==> images/port_nets.png <==
Scale bar: 50 microns.
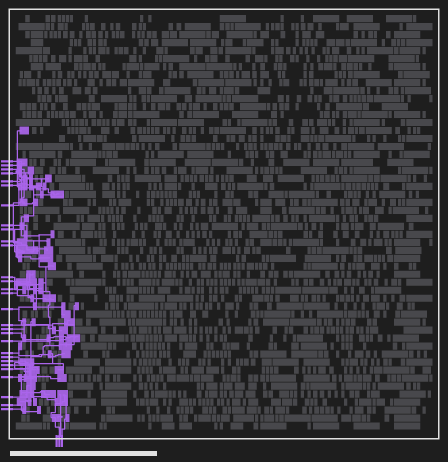
==> images/registers.png <==
Other sequential cells in the stronger grey, the rest of the logic in the fainter grey.
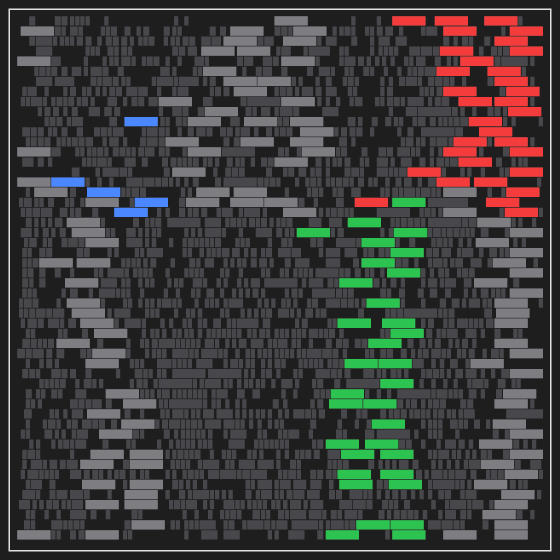
### src/rtl/div_seq.sv
// div_seq: 32-bit signed restoring divider (DIV) for the multi-cycle MIPS datapath.
// Optional divide-by-zero short-cut is enabled by defining DIV_ZERO_EN.
`timescale 1ns/1ps

module div_seq (
    input  logic        clk,
    input  logic        reset,
    input  logic        div_start,
    input  logic [31:0] a,
    input  logic [31:0] b,
    output logic [31:0] hi_out,
    output logic [31:0] lo_out,
    output logic        div_busy,
    output logic        div_done,
    output logic        div_zero
);

    typedef enum logic [1:0] {
        S_IDLE = 2'd0,
        S_RUN  = 2'd1,
        S_FIX  = 2'd2,
        S_DONE = 2'd3
    } state_t;

    state_t      r_state;
    state_t      w_state_next;

    logic [31:0] r_dvd;      // dividend magnitude, becomes the quotient bit by bit
    logic [31:0] r_dsr;
    logic [32:0] r_rem;
    logic [4:0]  r_cnt;
    logic        r_qsign;
    logic        r_rsign;
    logic [31:0] r_hi;
    logic [31:0] r_lo;
    logic        r_zero;

    logic [31:0] w_a_abs;
    logic [31:0] w_b_abs;
    logic [33:0] w_shift;
    logic [33:0] w_diff;
    logic        w_trial_neg;
    logic        w_b_zero;

    assign w_a_abs = a[31] ? (~a + 32'd1) : a;
    assign w_b_abs = b[31] ? (~b + 32'd1) : b;

    // The extra top bit keeps the trial subtraction's sign visible in bit 33.
    assign w_shift     = {1'b0, r_rem, r_dvd[31]};
    assign w_diff      = w_shift - {2'b00, r_dsr};
    assign w_trial_neg = w_diff[33];

`ifdef DIV_ZERO_EN
    assign w_b_zero = (b == 32'd0);
`else
    assign w_b_zero = 1'b0;
`endif

    always_ff @(posedge clk or posedge reset) begin
        if (reset) begin
            r_state <= S_IDLE;
        end else begin
            r_state <= w_state_next;
        end
    end

    always_comb begin
        w_state_next = r_state;
        div_busy     = 1'b0;
        div_done     = 1'b0;
        div_zero     = 1'b0;
        case (r_state)
            S_IDLE: begin
                if (div_start) begin
                    w_state_next = w_b_zero ? S_DONE : S_RUN;
                end
            end
            S_RUN: begin
                div_busy = 1'b1;
                if (r_cnt == 5'd31) begin
                    w_state_next = S_FIX;
                end
            end
            S_FIX: begin
                div_busy     = 1'b1;
                w_state_next = S_DONE;
            end
            S_DONE: begin
                div_done     = 1'b1;
                div_zero     = r_zero;
                w_state_next = S_IDLE;
            end
            default: begin
                w_state_next = S_IDLE;
            end
        endcase
    end

    always_ff @(posedge clk or posedge reset) begin
        if (reset) begin
            r_dvd   <= 32'd0;
            r_dsr   <= 32'd0;
            r_rem   <= 33'd0;
            r_cnt   <= 5'd0;
            r_qsign <= 1'b0;
            r_rsign <= 1'b0;
            r_hi    <= 32'd0;
            r_lo    <= 32'd0;
            r_zero  <= 1'b0;
        end else begin
            case (r_state)
                S_IDLE: begin
                    if (div_start) begin
                        r_dvd   <= w_a_abs;
                        r_dsr   <= w_b_abs;
                        r_qsign <= a[31] ^ b[31];
                        r_rsign <= a[31];
                        r_rem   <= 33'd0;
                        r_cnt   <= 5'd0;
                        r_zero  <= w_b_zero;
                    end
                end
                S_RUN: begin
                    r_rem <= w_trial_neg ? w_shift[32:0] : w_diff[32:0];
                    r_dvd <= {r_dvd[30:0], ~w_trial_neg};
                    r_cnt <= r_cnt + 5'd1;
                end
                S_FIX: begin
                    // Remainder magnitude is always below 2^32, so bit 32 is zero here.
                    r_lo <= r_qsign ? (~r_dvd + 32'd1) : r_dvd;
                    r_hi <= r_rsign ? (~r_rem[31:0] + 32'd1) : r_rem[31:0];
                end
                default: begin
                end
            endcase
        end
    end

    assign hi_out = r_hi;
    assign lo_out = r_lo;

endmodule

### config.mk
export PLATFORM = sky130hd
export DESIGN_NAME = div_seq
export DESIGN_NICKNAME = d
export VERILOG_FILES = /design/src/rtl/div_seq.sv
export SDC_FILE = /design/constraint.sdc
export NUM_CORES = 1
export LEC_CHECK = 0
export ABC_AREA = 1
export CAP_MARGIN = 30
export CORE_MARGIN = 1.5
export CORE_UTILIZATION = 65
export DETAILED_ROUTE_END_ITERATION = 16
export DONT_BUFFER_PORTS = 1
export MAX_ROUTING_LAYER = met4
export PLACE_DENSITY = 0.78
export SLEW_MARGIN = 20
export SYNTH_ARGS = -nofsm -noshare
export SYNTH_HDL_FRONTEND = slang
export SYNTH_SLANG_ARGS = --single-unit
export TNS_END_PERCENT = 30
### constraint.sdc
create_clock -name clk -period 6.82 [get_ports clk]
set_clock_uncertainty 0.2 [all_clocks]
set_input_delay 1.023 -clock clk [delete_from_list [all_inputs] [get_ports clk]]
set_output_delay 1.023 -clock clk [all_outputs]
set_load 0.05 [all_outputs]
==> results.toml <==
# flow metrics
[status]
outcome = "completed"

[clocking]
cts_tree = "yes"
cts_max_level = 4
cts.sinks = 170

[floorplanning]
core_sq_um = 20100
die-width_microns = 146

[sta]
timing.fmax_ghz = 0.292
tns_ns = 0
period_used_share = 0.503
maxSlewHeadroom = 0.441
period_minus_slack_ns = 3.43
setup_viol = 0
rsz0062_at_grt = "false"
finalHoldViolCount = 0

[route]
vias = 12900
vias_per_cell = 5.69
post-route-drc-count = 0
drt_wl_total_microns = 36700
first_iter_violations = 1212
ant_nets = 0
drtPass1Iterations = 7

[global_routing]
grt.overflow.total = 0
grt_max_degree = 72
grt_util_all_layers = 0.361

[yosys]
top_area_cell = "dfrtp_1"
ff_type = "dfrtp_1"
ys.flops = 170
synth_chip_area_sq_um = 13200
yosysUniqueCellTypes = 48
yosys.stat.seqShare = 0.321
yosysMostFrequentCell = "nand2_1"
ys_cells = 2027
ys_warn_count = 0
syn_area_sq_um = 13200
async_reset_ff_frac = 1.00
syn_avg_cell_area_sq_um = 6.54
synthCells = 2027
synthTopCellsByCount = "nand2_1 (603), inv_1 (265), nand3_1 (202), nor2_1 (199), dfrtp_1 (170)"

[setup_path]
max_stage_delay_ns = 0.41
worstPathCellList = "inv_1 > ha_1 > buf_4 > inv_1 > buf_8 > o21ai_2 > buf_4 > clkinv_1 > buf_4 > a21oi_1 > o21ai_0 > o21ai_0"
startpoint_type = "flop"
crit_start = "r_state[1]"
slowest_stage = "clkinv_1"
rrSetupSlack_ns = 3.39
timing.rr.start = "r_state[1]"
r2r_cells = 12
cp_top_family = "buffers and inverters"
cp_data_arrival_time_ns = 3.58

[placement]
io_buffers = 0

[worst_hold_path]
hp-class = "in -> async"

[finish]
fill_cells = 1836
area_growth_pct = 5.31

[run]
drv_cap = 0

[power_and_ir_drop]
leakage_nw = 7.15
## Picture notes: port_nets.png
`b`: drawn in purple, direction input, end cells 93, buffers 0, wire 890 microns.

## Picture notes: registers.png
`r_rem`: drawn in green, placed flops 33. `lo_out`: drawn in red, placed flops 32, where upper right. `r_cnt`: drawn in blue, placed flops 5.
Another 100 sequential cells are not coloured.

==> cell families (layout without fill, tap and decap cells) <==
group                    after synthesis  after routing  share of synthesized area
AND/OR/NAND/NOR                     1120           1120                      0.370
buffers and inverters                347            319                      0.105
AND-OR/OR-AND                        270            270                      0.112
flip-flops                           170            170                      0.321
XOR/XNOR                              76             76                     0.0503
adder cells (fa/ha/maj)               43             43                     0.0412
other                                  1              1                   0.000283
==> worst max path at each step <==
| stage | to | slack (ns) | depth (start not counted) |
|---|---|---|---|
| after CTS | r_dvd[2] | 3.10 | 11 |
| final | r_dvd[2] | 3.39 | 12 |
| after global routing | r_dvd[2] | 3.02 | 12 |
| after detailed placement | r_dvd[2] | 3.13 | 11 |
| after floorplan | hi_out[0] | 0.99 | 1 |
| after global placement | r_dvd[2] | 3.26 | 11 |
==> through the flow <==
step                      total power [mW]  instance area, sq um  cells  hold WS (ns)  setup slack, ns
after floorplan                       6.17                 13200   2027         0.249            0.994
after global placement                7.11                 13300   2233         0.267             3.26
after detailed placement              7.25                 13300   2235         0.273             3.13
after CTS                             8.24                 13900   2267         0.291             3.10
after global routing                  9.06                 13900   2269         0.307             3.02
final                                 8.35                 13900   2269         0.287             3.39
==> registers in the layout, summed over array words and instances, names as in the netlist <==
register	count
r_cnt	5
lo_out	32
r_rsign	1
r_dvd	32
r_dsr	32
r_rem	33
hi_out	32
r_qsign	1
r_state	2
==> cell type report <==
type | count | area [sq um] | share of cell area
clock inverters | 13 | 138 | 0.00987
repair buffers | 12 | 138 | 0.00987
inverters | 275 | 1040 | 0.0744
multi-input cells | 1510 | 7610 | 0.546
well taps | 270 | 338 | 0.0242
clock buffers | 19 | 433 | 0.0310
flip-flops and latches | 170 | 4250 | 0.305
==> power breakdown <==
group          switching [mW]  leakage, nW  internal [mW]
registers                1.13         2.11           1.48
clock network           0.452        0.270          0.514
logic                    3.19         4.78           1.58
total                    4.78         7.15           3.58
==> metal layers <==
metal  wire, microns  up-vias  GRT usage
met2           14600      604      0.482
li1                -     6425          -
met1           17400     5861      0.564
met5               0        -          -
met3            4310       31     0.0712
met4             356        0     0.0684
==> layout by cell type (no fill, tap or decap), types with 21 or more instances in the layout <==
master	count
nand2_1	603
inv_1	264
nand3_1	202
nor2_1	199
dfrtp_1	170
o21ai_0	134
a21oi_1	64
xor2_1	55
ha_1	41
a31oi_1	26
xnor2_1	21
Power is estimated from default activity; no workload was simulated.
